## src/rtl/uart_tx_arbiter.sv

```systemverilog
// uart_tx_arbiter
// Round-robin arbiter that shares one simple_uart transmit channel among
// NUM_REQ byte sources. Each grant sends exactly one byte. A source can hold
// req_lock to keep the channel across several bytes so that a message is not
// interleaved with bytes from other sources. If the UART fails to raise busy
// within START_TIMEOUT cycles after a start pulse, the arbiter gives up on
// that byte and raises start_error.

module uart_tx_arbiter #(
  parameter int NUM_REQ       = 2,
  parameter int START_TIMEOUT = 4
) (
  input  logic                 clock,
  input  logic                 reset,
  input  logic [NUM_REQ-1:0]   req_valid,
  input  logic [8*NUM_REQ-1:0] req_data,
  input  logic [NUM_REQ-1:0]   req_lock,
  output logic [NUM_REQ-1:0]   req_ack,
  output logic [NUM_REQ-1:0]   grant,
  output logic                 tx_transmit,
  output logic [7:0]           tx_byte,
  input  logic                 tx_busy,
  output logic                 start_error
);

  // Index width for requester numbers; NUM_REQ is at least 2.
  localparam int IDX_W = (NUM_REQ > 1) ? $clog2(NUM_REQ) : 1;
  // The timeout counter must be able to hold START_TIMEOUT itself.
  localparam int CNT_W = $clog2(START_TIMEOUT + 1);

  localparam logic [IDX_W-1:0] LAST_IDX  = IDX_W'(NUM_REQ - 1);
  localparam logic [IDX_W:0]   NUM_REQ_W = (IDX_W + 1)'(NUM_REQ);
  localparam logic [CNT_W-1:0] CNT_LAST  = CNT_W'(START_TIMEOUT - 1);
  localparam logic [CNT_W-1:0] CNT_MAX   = CNT_W'(START_TIMEOUT);

  typedef enum logic [1:0] {
    IDLE       = 2'd0,
    WAIT_START = 2'd1,
    WAIT_DONE  = 2'd2
  } state_t;

  state_t           state;
  logic [IDX_W-1:0] last_grant;
  logic [IDX_W-1:0] lock_owner;
  logic             lock_held;
  logic [CNT_W-1:0] start_cnt;

  // Arbitration terms, all derived from the current inputs and lock state.
  logic [NUM_REQ-1:0] owner_mask;
  logic               lock_keep;
  logic [NUM_REQ-1:0] eligible;
  logic [IDX_W:0]     rr_sum;
  logic               win_found;
  logic [IDX_W-1:0]   win_idx;
  logic [NUM_REQ-1:0] win_mask;
  logic [7:0]         win_byte;
  logic               win_lock;

  // Restrict eligibility to the lock owner while it still asks for the lock.
  // Once the owner drops req_lock, everybody is eligible in that same cycle.
  always_comb begin
    owner_mask = NUM_REQ'(1) << lock_owner;
    lock_keep  = lock_held && |(req_lock & owner_mask);
    eligible   = lock_keep ? (req_valid & owner_mask) : req_valid;
  end

  // Circular search for the first eligible requester after last_grant.
  always_comb begin
    win_found = 1'b0;
    win_idx   = '0;
    rr_sum    = '0;
    for (int k = 1; k <= NUM_REQ; k++) begin
      rr_sum = {1'b0, last_grant} + (IDX_W + 1)'(k);
      if (rr_sum >= NUM_REQ_W) begin
        rr_sum = rr_sum - NUM_REQ_W;
      end
      if (!win_found && |(eligible & (NUM_REQ'(1) << rr_sum[IDX_W-1:0]))) begin
        win_found = 1'b1;
        win_idx   = rr_sum[IDX_W-1:0];
      end
    end
  end

  // Winner-dependent data: one-hot mask, its byte lane and its lock request.
  always_comb begin
    win_mask = NUM_REQ'(1) << win_idx;
    win_byte = 8'(req_data >> {win_idx, 3'b000});
    win_lock = |(req_lock & win_mask);
  end

  // Channel FSM; every output is registered here so pulses are glitch-free.
  always_ff @(posedge clock or posedge reset) begin
    if (reset) begin
      state       <= IDLE;
      last_grant  <= LAST_IDX;
      lock_owner  <= '0;
      lock_held   <= 1'b0;
      start_cnt   <= '0;
      grant       <= '0;
      req_ack     <= '0;
      tx_transmit <= 1'b0;
      tx_byte     <= 8'h00;
      start_error <= 1'b0;
    end else begin
      req_ack     <= '0;
      tx_transmit <= 1'b0;
      start_error <= 1'b0;
      unique case (state)
        IDLE: begin
          // Owner let go of the lock: drop ownership; a win below overrides.
          if (lock_held && !lock_keep) begin
            lock_held <= 1'b0;
            grant     <= '0;
          end
          if (!tx_busy && win_found) begin
            tx_byte     <= win_byte;
            tx_transmit <= 1'b1;
            req_ack     <= win_mask;
            grant       <= win_mask;
            last_grant  <= win_idx;
            lock_held   <= win_lock;
            lock_owner  <= win_idx;
            start_cnt   <= '0;
            state       <= WAIT_START;
          end
        end
        WAIT_START: begin
          // Busy wins over an expiring counter in the same cycle.
          if (tx_busy) begin
            state <= WAIT_DONE;
          end else if (start_cnt == CNT_LAST) begin
            // The byte was already acked, so it is dropped rather than resent.
            start_error <= 1'b1;
            start_cnt   <= CNT_MAX;
            lock_held   <= 1'b0;
            grant       <= '0;
            state       <= IDLE;
          end else if (start_cnt < CNT_MAX) begin
            start_cnt <= start_cnt + 1'b1;
          end
        end
        WAIT_DONE: begin
          // A held lock keeps the owner visible on grant between bytes.
          if (!tx_busy) begin
            if (!lock_held) begin
              grant <= '0;
            end
            state <= IDLE;
          end
        end
        default: begin
          state <= IDLE;
        end
      endcase
    end
  end

endmodule

```

## config.mk

```make
export PLATFORM = sky130hd
export DESIGN_NAME = uart_tx_arbiter
export DESIGN_NICKNAME = d
export VERILOG_FILES = /design/src/rtl/uart_tx_arbiter.sv
export SDC_FILE = /design/constraint.sdc
export NUM_CORES = 1
export LEC_CHECK = 0
export ABC_AREA = 1
export CORE_UTILIZATION = 49
export DETAILED_ROUTE_END_ITERATION = 8
export PLACE_DENSITY = 0.83
export SLEW_MARGIN = 20
export SYNTH_ARGS = -nofsm -noshare
export SYNTH_HDL_FRONTEND = slang
export SYNTH_SLANG_ARGS = --single-unit
```

## constraint.sdc

```tcl
create_clock -name clock -period 4.12 [get_ports clock]
set_input_delay 0.412 -clock clock [delete_from_list [all_inputs] [get_ports clock]]
set_output_delay 0.412 -clock clock [all_outputs]
set_load 0.05 [all_outputs]
```

==> qor.yml, run 1 <==
critical_path:
  cpLargestDelayFamily: "buffers and inverters"
  cp_slowest_cell: "clkdlybuf4s50_1"
  crit_cells: 1
  crit_path_start_kind: "register"
  critical_path.startpoint: "tx_byte[0]"
  regToRegStartpoint: "state[0]"
  rr_endpoint: "tx_byte[6]"
  path_cells: "clkdlybuf4s50_1"
  r2r_setup_slack_ns: 2.43
  max_stage_delay_ns: 0.81
  r2r_cells: 7
  endpoint: "tx_byte[0]"
  endpoint_kind: "output port"
  critPathKind: "register to output port"
  cp_num_buf_inv: 1
  cp.required_ns: 3.71
  worstPathArrival_ns: 1.51
  critPathMaxFanout: 2
final_timing:
  setup_violations: 0
  tns_ns: 0
  worst_slack_ns: 2.20
  slew_violations: 0
  fin_crit_ns: 1.92
  finalCritPeriodShare: 0.466
  worst_slew_pin_slew_ns: 0.823
  fin_worst_skew_ns: 0.0152
  holdWs_ns: 0.491
  max_freq_mhz: 520
  rsz0062_at_grt: "false"
  hold_viol: 0
  slew_headroom: 0.451
synth:
  ys_area_sq_mm: 0.00121
  synth_cells: 140
  seq_area_frac_synth: 0.454
  netlist-cell-type-count: 22
  yosys_warnings: 0
  synthesis.area_sq_mm: 0.00121
  ys.flops: 22
  synth_nets: 168
  avgSynthCellArea_sq_um: 8.68
  ys_cells: 140
route:
  final_antenna_net_count: 0
  drtIter0Drc: 15
  wl_per_cell_um: 12.3
  drtPass1Iterations: 4
  drc: 0
  vias: 1065
  via_per_inst: 5.17
  drt-total-wl_mm: 2.53
floorplan:
  die_h_um: 51.8
  core-area_sq_mm: 0.00228
  io_pins: 37
  design.die.area_sq_mm: 0.00268
  die_w_um: 51.8
  core_util_floorplan: 0.534
  num_rows: 17
  tapCellCount: 28
layout:
  clk_share: 0.0322
  diodes: 0
  nFillCells: 189
  buf_share: 0.221
  area_delta_synth_final_pct: 34.3
  ff_count: 22
  seq_share: 0.338
  nNetsFinal: 207
  n_clock_buffer: 3
  final_common_cell: "clkdlybuf4s50_1"
  largest_class: "combinational gates"
  layout_top_cells: "36 x clkdlybuf4s50_1, 35 x nand2_1, 21 x dfrtp_1"
  nonClockInverterCount: 14
  comb.multi_input.count: 102
  instances_no_fill: 206
  sh_comb_area: 0.355
  logic_area_sq_um: 579
  nNonClkBuffers: 36
  layout-drive-gt1-share: 0.174
  regArea_sq_um: 552
  post-route-util: 0.717
  design_area_sq_mm: 0.00163
power_and_ir_drop:
  intPower_w: 0.000633
  p_seq_frac: 0.297
  seq-power_w: 0.000356
  p_leak_nw: 0.759
  comb_power_w: 0.000679
  swShare: 0.473
  p_per_area_mw_per_mm2: 735
  p_clk_w: 0.000165
  combPwrFrac: 0.566
  switchingPower_w: 0.000567
  power_w: 0.00120
  maxPowerGroup: "combinational cells"
  vdd_drop_max_uv: 463
  clkPwrFrac: 0.137
cts:
  cts.sinks: 22
  cts_buffers: 3
  ctsHoldBuffers: 0
  worstSkewPairLatency_ns: 0.31
  clk_path_buf_depth: 2
  path_clk_slew_ns: 0.13
  post_cts_buffers: 0
  cts_resized: 0
  cts_tree: "built"
  htree_levels: 1
  cts_root_buf: "clkbuf_4"
global_route:
  grt_pass1_wl_mm: 4.28
  track_usage: 0.216
  grt-ovfl-total: 0
  antenna_found_initial: 0
  grt_max_degree: 23
  grt_pass1_vias: 1031
hold_path:
  hold_end: "last_grant"
  hp-start: "last_grant"
  worstHoldPathType: "register to register"
  hold_path_depth: 2
place:
  portBuffers: 36
  dp_hpwl_mm: 1.99
  dp_cells: 202
  place_congestion: 0.774
  dpl_cell_area_sq_mm: 0.00158
  pre_cts_ws_ns: 2.12
run:
  warning_count: 28
  cap_violations: 0
status:
  outcome: "finished clean"
[run 1: metal layers]
metal  vias up  share of wire  GRT usage
met5         -              0          0
met4         0         0.0055     0.0450
met1       510           0.47      0.274
met3         2          0.034     0.0526
met2        22           0.50      0.372
li1        531              -          -
[run 1: cell families after synthesis]
group,share of synthesized area
AND/OR/NAND/NOR,0.263
adder cells (fa/ha/maj),0.0515
flip-flops,0.454
buffers and inverters,0.0690
AND-OR/OR-AND,0.163
[run 1: Yosys cell counts]
| cell | count | share of area |
|---|---|---|
| nand3_2 | 2 | 0.016 |
| o21ai_1 | 2 | 0.0082 |
| dfstp_2 | 1 | 0.022 |
| buf_12 | 1 | 0.016 |
| buf_6 | 1 | 0.0093 |
| o21ai_0 | 11 | 0.045 |
| nand2_4 | 2 | 0.019 |
| o21ai_2 | 14 | 0.10 |
| or2_2 | 1 | 0.0052 |
| dfrtp_1 | 21 | 0.43 |
| nor2_4 | 1 | 0.0093 |
| ha_1 | 5 | 0.051 |
| nor3_1 | 1 | 0.0041 |
| nand2_2 | 3 | 0.015 |
| nand3b_1 | 1 | 0.0062 |
| nand2_1 | 35 | 0.11 |
| inv_1 | 11 | 0.034 |
| nand3_1 | 9 | 0.037 |
| inv_2 | 3 | 0.0093 |
| and3_1 | 1 | 0.0052 |
| a21oi_1 | 2 | 0.0082 |
| nor2_1 | 12 | 0.037 |
[run 1: state kept, by name, summed over array words and instances, names as in the netlist]
register,cells
start_cnt,3
start_error,1
last_grant,1
tx_byte,8
lock_owner,1
lock_held,1
grant,2
state,2
req_ack,2
tx_transmit,1
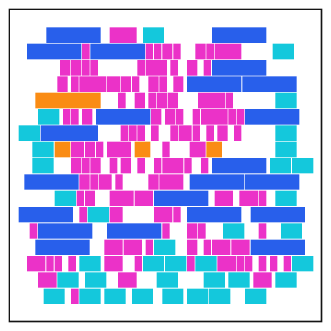
Fig. 1. Placement by cell class (run 1).
Drawn at 6 px/um.
legend:
  all other logic:
    color: magenta
    cells: 116
  flip-flops:
    color: blue
    cells: 22
  other buffers and delay cells:
    color: cyan
    cells: 36
  clock drivers and dummy loads:
    color: orange
    cells: 4

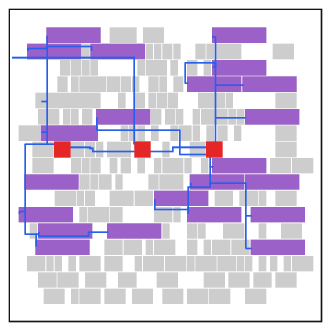
Fig. 2. Clock wires, drivers and flops (run 1).
Drawn at 6 px/um.
legend:
  clock wires:
    color: blue
    length: 242 um
  flip-flops:
    color: purple
    count: 22
  cells driving clock nets:
    color: red
    count: 3
routed clock nets: 4

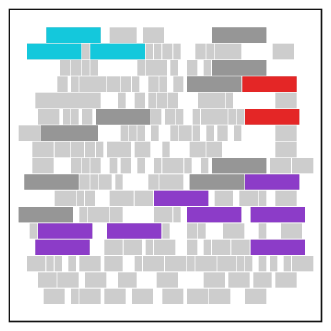
Fig. 3. Sequential cells colored by netlist name (run 1).
Drawn at 6 px/um. Other sequential cells in the stronger gray, the rest of the logic in the fainter gray.
legend:
  grant:
    color: red
    sequential_cells: 2
  start_cnt:
    color: cyan
    sequential_cells: 3
  tx_byte:
    color: purple
    sequential_cells: 8
not colored: 9

==> run 1 -> run 2 <==
CORE_UTILIZATION = 41   (was 49)
PLACE_DENSITY = 0.74   (was 0.83)
clock period = 1.7 ns   (was 4.12 ns; I/O delays follow)
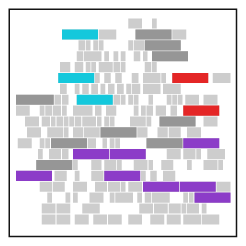
Fig. 4. Sequential cells colored by netlist name (run 2).
Drawn at 4 px/um. Other sequential cells in the stronger gray, the rest of the logic in the fainter gray.
legend:
  grant:
    color: red
    sequential_cells: 2
  tx_byte:
    color: purple
    sequential_cells: 8
  start_cnt:
    color: cyan
    sequential_cells: 3
not colored: 9

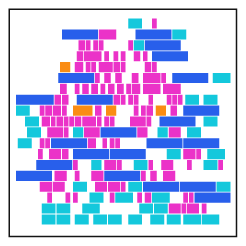
Fig. 5. Placement by cell class (run 2).
Drawn at 4 px/um.
legend:
  clock drivers and dummy loads:
    color: orange
    cells: 4
  other buffers and delay cells:
    color: cyan
    cells: 40
  flip-flops:
    color: blue
    cells: 22
  all other logic:
    color: magenta
    cells: 116

==> qor.yml, run 2 <==
status:
  outcome: "finished clean"
global_route:
  grtUsageMet1: 0.225
  grt-ovfl-total: 0
  grt_pass1_wl_mm: 4.53
  grt_max_degree: 13
  track_usage: 0.181
  grt_pass1_vias: 1080
  top_usage_layer: "met2"
  grt_use_met3: 0.0438
place:
  portBuffers: 36
  dp_hpwl_mm: 2.08
  pre_cts_ws_ns: 0.0246
final_timing:
  hold_viol: 0
  fin_crit_ns: 1.65
  tns_ns: 0
  worst_slew_pin_slew_ns: 0.510
  max_freq_mhz: 605
  fin_worst_skew_ns: 0.00412
  finalCritPeriodShare: 0.972
  worst_slack_ns: 0.0468
  slew_violations: 0
  rsz0062_at_grt: "false"
synth:
  top_cell: "nand2_1"
  ys_cells: 140
  ys.flops: 22
  ys_area_sq_mm: 0.00121
  yosys_warnings: 0
  synthTopCellsByCount: "35 x nand2_1, 21 x dfrtp_1, 14 x o21ai_2"
  synthTopCellsByArea: "dfrtp_1 43%, nand2_1 11%, o21ai_2 10%, ha_1 5.1%, o21ai_0 4.5%"
  flop_cell: "dfrtp_1"
  simple_gate_share: 0.263
  edf_count: 0
  largest_area_cell: "dfrtp_1"
  synth_top_area_share: 0.433
  synthesis.area_sq_mm: 0.00121
  synth.logic.top_family: "simple AND/OR/NAND/NOR gates"
cts:
  path_clk_slew_ns: 0.12
  cts.sinks: 22
  worstSkewPairLatency_ns: 0.31
  htree_levels: 1
  ctsHoldBuffers: 0
  cts_buffers: 3
  post_cts_buffers: 0
  cts_tree: "built"
power_and_ir_drop:
  combPwrFrac: 0.590
  p_seq_frac: 0.306
  seq-power_w: 0.000859
  clkPwrFrac: 0.104
  p_per_area_mw_per_mm2: 1680
  p_clk_w: 0.000292
  switchingPower_w: 0.00137
  vdd_drop_max_uv: 1110
critical_path:
  cp_slowest_cell: "clkdlybuf4s50_1"
  cp.required_ns: 1.53
  r2r_cells: 7
  crit_path_start_kind: "register"
  path_cells: "clkdlybuf4s50_1"
  rr_endpoint: "tx_byte[7]"
  cpLargestDelayFamily: "buffers and inverters"
  regToRegStartpoint: "state[1]"
  max_stage_delay_ns: 0.80
floorplan:
  design.die.area_sq_mm: 0.00318
  num_rows: 19
  die_w_um: 56.4
  core_util_floorplan: 0.437
  io_pins: 37
run:
  warning_count: 28
layout:
  area_delta_synth_final_pct: 37.2
  final_common_cell: "nand2_1"
route:
  wl_per_cell_um: 12.2
  drc: 0
  via_per_inst: 5.07
  drt-total-wl_mm: 2.61
  vias: 1079
  final_antenna_net_count: 0
hold_path:
  worstHoldPathType: "primary input to asynchronous set/reset pin"
[run 2: cell types whose count changed in the layout (fill, tap and decap cells not counted)]
cell | previous run | this run
buf_4 | 0 | 4
clkbuf_8 | 0 | 1
bufinv_16 | 1 | 0
clkdlybuf4s50_1 | 36 | 29
dlymetal6s2s_1 | 0 | 7
[run 2: final cells by class]
| cell class | instances | share of cell area |
|---|---|---|
| timing repair buffer | 40 | 0.245 |
| inverter | 14 | 0.0315 |
| clock buffer | 4 | 0.0218 |
| multi-input combinational | 102 | 0.348 |
| sequential | 22 | 0.331 |
| tap | 31 | 0.0233 |
[run 2: through the flow]
step / instances / power [W] / instance area (sq um) / hold slack, ns
after floorplan: 140 / 0.00207 / 1210 / 0.158
after global placement: 209 / 0.00250 / 1610 / 0.458
after detailed placement: 209 / 0.00254 / 1610 / 0.469
after CTS: 213 / 0.00284 / 1650 / 0.155
after global routing: 213 / 0.00303 / 1670 / 0.168
final: 213 / 0.00281 / 1670 / 0.145
[run 2: worst max-delay path by stage]
stage / depth (start not counted) / endpoint / from
after floorplan: 8 / grant[1] / start_cnt[0]
after global placement: 9 / tx_byte[4] / req_lock[1]
final: 1 / tx_byte[4] / tx_byte[4]
after CTS: 1 / tx_byte[7] / tx_byte[7]
after global routing: 1 / tx_byte[2] / tx_byte[2]
after detailed placement: 9 / tx_byte[7] / req_lock[1]
[run 2: metal layers]
layer,wire length (um),vias to the layer above
li1,-,541
met1,1170,509
met2,1300,25
met3,98,4
met4,33,0
met5,0,-
[run 2: worst register-to-register path, cell delays in order, from the launching register on]
cell     delay (ns)
dfrtp_1        0.43
inv_1          0.09
ha_1           0.25
inv_1          0.13
nor2_4         0.23
buf_4          0.20
o21ai_2        0.06
o21ai_2        0.11
==> run 2 -> run 3 <==
clock period = 1.5 ns   (was 1.7 ns; I/O delays follow)
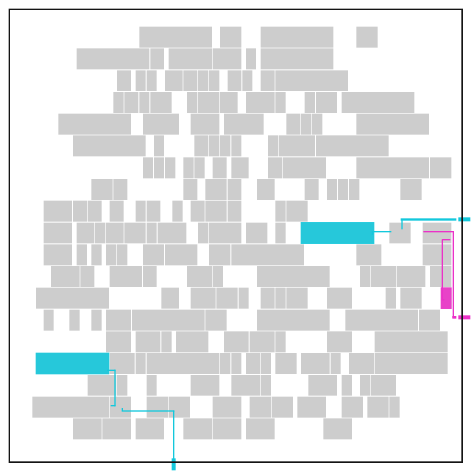
Fig. 6. I/O nets highlighted (run 3).
Drawn at 8 px/um.
legend:
  req_ack:
    color: cyan
    bits: 2
    direction: output
    edge: 1 east, 1 south
    end_cells: 2
    buffers: 2
    wire: 29.0 um
  reset:
    color: magenta
    bits: 1
    direction: input
    edge: east
    end_cells: 1
    buffers: 1
    wire: 23.2 um

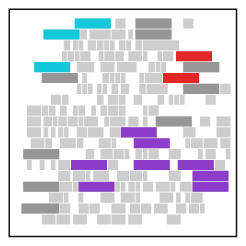
Fig. 7. Sequential cells colored by netlist name (run 3).
Drawn at 4 px/um. Other sequential cells in the stronger gray, the rest of the logic in the fainter gray.
legend:
  tx_byte:
    color: purple
    sequential_cells: 8
  start_cnt:
    color: cyan
    sequential_cells: 3
  grant:
    color: red
    sequential_cells: 2
not colored: 9

==> qor.yml, run 3 <==
floorplan:
  num_rows: 19
  core_util_floorplan: 0.437
  design.die.area_sq_mm: 0.00318
  die_w_um: 56.4
  die_h_um: 56.4
place:
  pre_cts_ws_ns: -0.0587
  portBuffers: 36
  place_congestion: 0.817
  dpl_cell_area_sq_mm: 0.00162
  dp_hpwl_mm: 2.07
  dp_cells: 215
power_and_ir_drop:
  vdd_drop_max_uv: 1380
  p_leak_nw: 0.837
final_timing:
  setup_violations: 0
  fin_crit_ns: 1.39
  finalCritPeriodShare: 0.924
  slew_violations: 0
  worst_slew_pin_slew_ns: 0.274
  max_freq_mhz: 722
  hold_viol: 0
  tns_ns: 0
  fin_worst_skew_ns: 0.00485
route:
  drc: 0
  final_antenna_net_count: 0
  wl_per_cell_um: 11.9
  drtPass1Iterations: 4
  drtIter0Drc: 33
  vias: 1088
  drt-total-wl_mm: 2.65
synth:
  ys_async_sr_fraction: 1.00
  yosys_warnings: 0
  largest_area_cell: "dfrtp_1"
  netlist-cell-type-count: 22
  top_cell: "nand2_1"
  ys_cells: 140
  synth_nets: 168
  avgSynthCellArea_sq_um: 8.68
  seq_area_frac_synth: 0.454
  synth_top_area_share: 0.433
  synth_cells: 140
  ys.flops: 22
  synthTopCellsByArea: "dfrtp_1 43%, nand2_1 11%, o21ai_2 10%, ha_1 5.1%, o21ai_0 4.5%"
  synthTopCellsByCount: "35 x nand2_1, 21 x dfrtp_1, 14 x o21ai_2"
  synthesis.area_sq_mm: 0.00121
critical_path:
  cpLargestDelayFamily: "flip-flops"
  cp_num_buf_inv: 2
  cp.required_ns: 1.70
  critPathMaxFanout: 6
  crit_path_start_kind: "register"
  critPathKind: "register to register"
  endpoint_kind: "register"
cts:
  htree_levels: 1
  cts.sinks: 22
  worstSkewPairLatency_ns: 0.31
  cts_root_buf: "clkbuf_4"
  ctsHoldBuffers: 0
  cts_resized: 1
  clk_path_buf_depth: 2
global_route:
  grt-ovfl-total: 0
  track_usage: 0.176
  grt_max_degree: 23
  grt_pass1_vias: 1064
layout:
  layout-drive-gt1-share: 0.346
  final_common_cell: "nand2_1"
  design_area_sq_mm: 0.00171
  instances_no_fill: 222
  area_delta_synth_final_pct: 41.0
  layout_top_cells: "33 x nand2_1, 26 x buf_4, 22 x clkdlybuf4s50_1"
  diodes: 0
  largest_reg_flops: 8
run:
  cap_violations: 0
  warning_count: 28
status:
  outcome: "finished clean"
hold_path:
  worstHoldPathType: "primary input to asynchronous set/reset pin"
## run 3: cell type report
type | instances | area (sq um) | area share
clock buffers | 4 | 36.3 | 0.0212
repair buffers | 49 | 427 | 0.249
multi-input cells | 102 | 607 | 0.354
flip-flops and latches | 22 | 552 | 0.322
well taps | 31 | 38.8 | 0.0226
inverters | 14 | 52.6 | 0.0307
## run 3: worst paths after layout
path	start	end	slack [ns]	cells past startpoint
setup reg to reg	state[0]	start_cnt[2]	0.11	7
min in group clock	req_data[13]	tx_byte[5]	0.44	3
max in group asynchronous	reset	last_grant	1.07	3
hold reg to reg	last_grant	last_grant	0.49	2
setup / recovery	state[0]	start_cnt[2]	0.11	7
hold / removal	reset	tx_byte[3]	0.16	3
## run 3: routing by layer
layer,vias to the layer above,wire length [um],global-route usage
li1,557,-,-
met5,-,0,0
met1,507,1240,0.223
met4,0,29,0.0941
met3,3,67,0.0161
met2,21,1320,0.296
## run 3: where the power goes
group	leakage (nW)	internal, W	total [W]	switching, W
clock	0.0210	0.000148	0.000330	0.000181
combinational	0.534	0.000733	0.00202	0.00128
sequential	0.282	0.000831	0.000990	0.000159
## run 3: cells by family after synthesis
family          count (synthesis)  share of synthesized area
compound gates                 29                      0.163
fa+ha+maj                       5                     0.0515
buf+inv                        16                     0.0690
flops                          22                      0.454
simple gates                   68                      0.263
## run 3: tightest hold or removal path, delay by kind of cell
family | cells | cell delay (ns)
buffers and inverters | 3 | 0.72
## run 3: per-stage QoR
step | power, W | util | hold WS, ns
global placement | 0.00285 | 0.583 | 0.458
global route | 0.00358 | 0.616 | 0.213
detailed placement | 0.00290 | 0.583 | 0.475
finish | 0.00334 | 0.616 | 0.163
CTS | 0.00324 | 0.596 | 0.178
floorplan | 0.00235 | - | 0.138

## Gallery

Cell outlines without signal wires.
picture 1
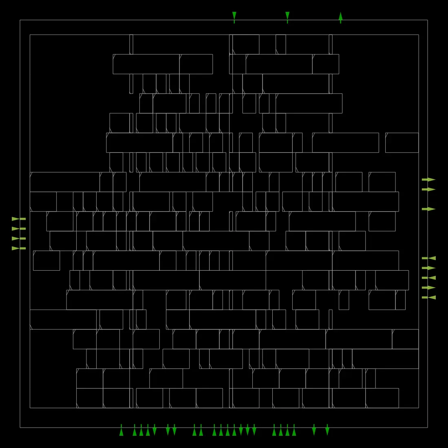
picture 2
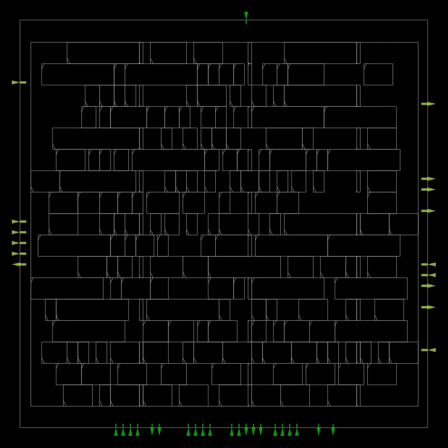
| picture | from |
|---|---|
| picture 1 | run 2 |
| picture 2 | run 1 |

Power and IR drop assume default switching activity.
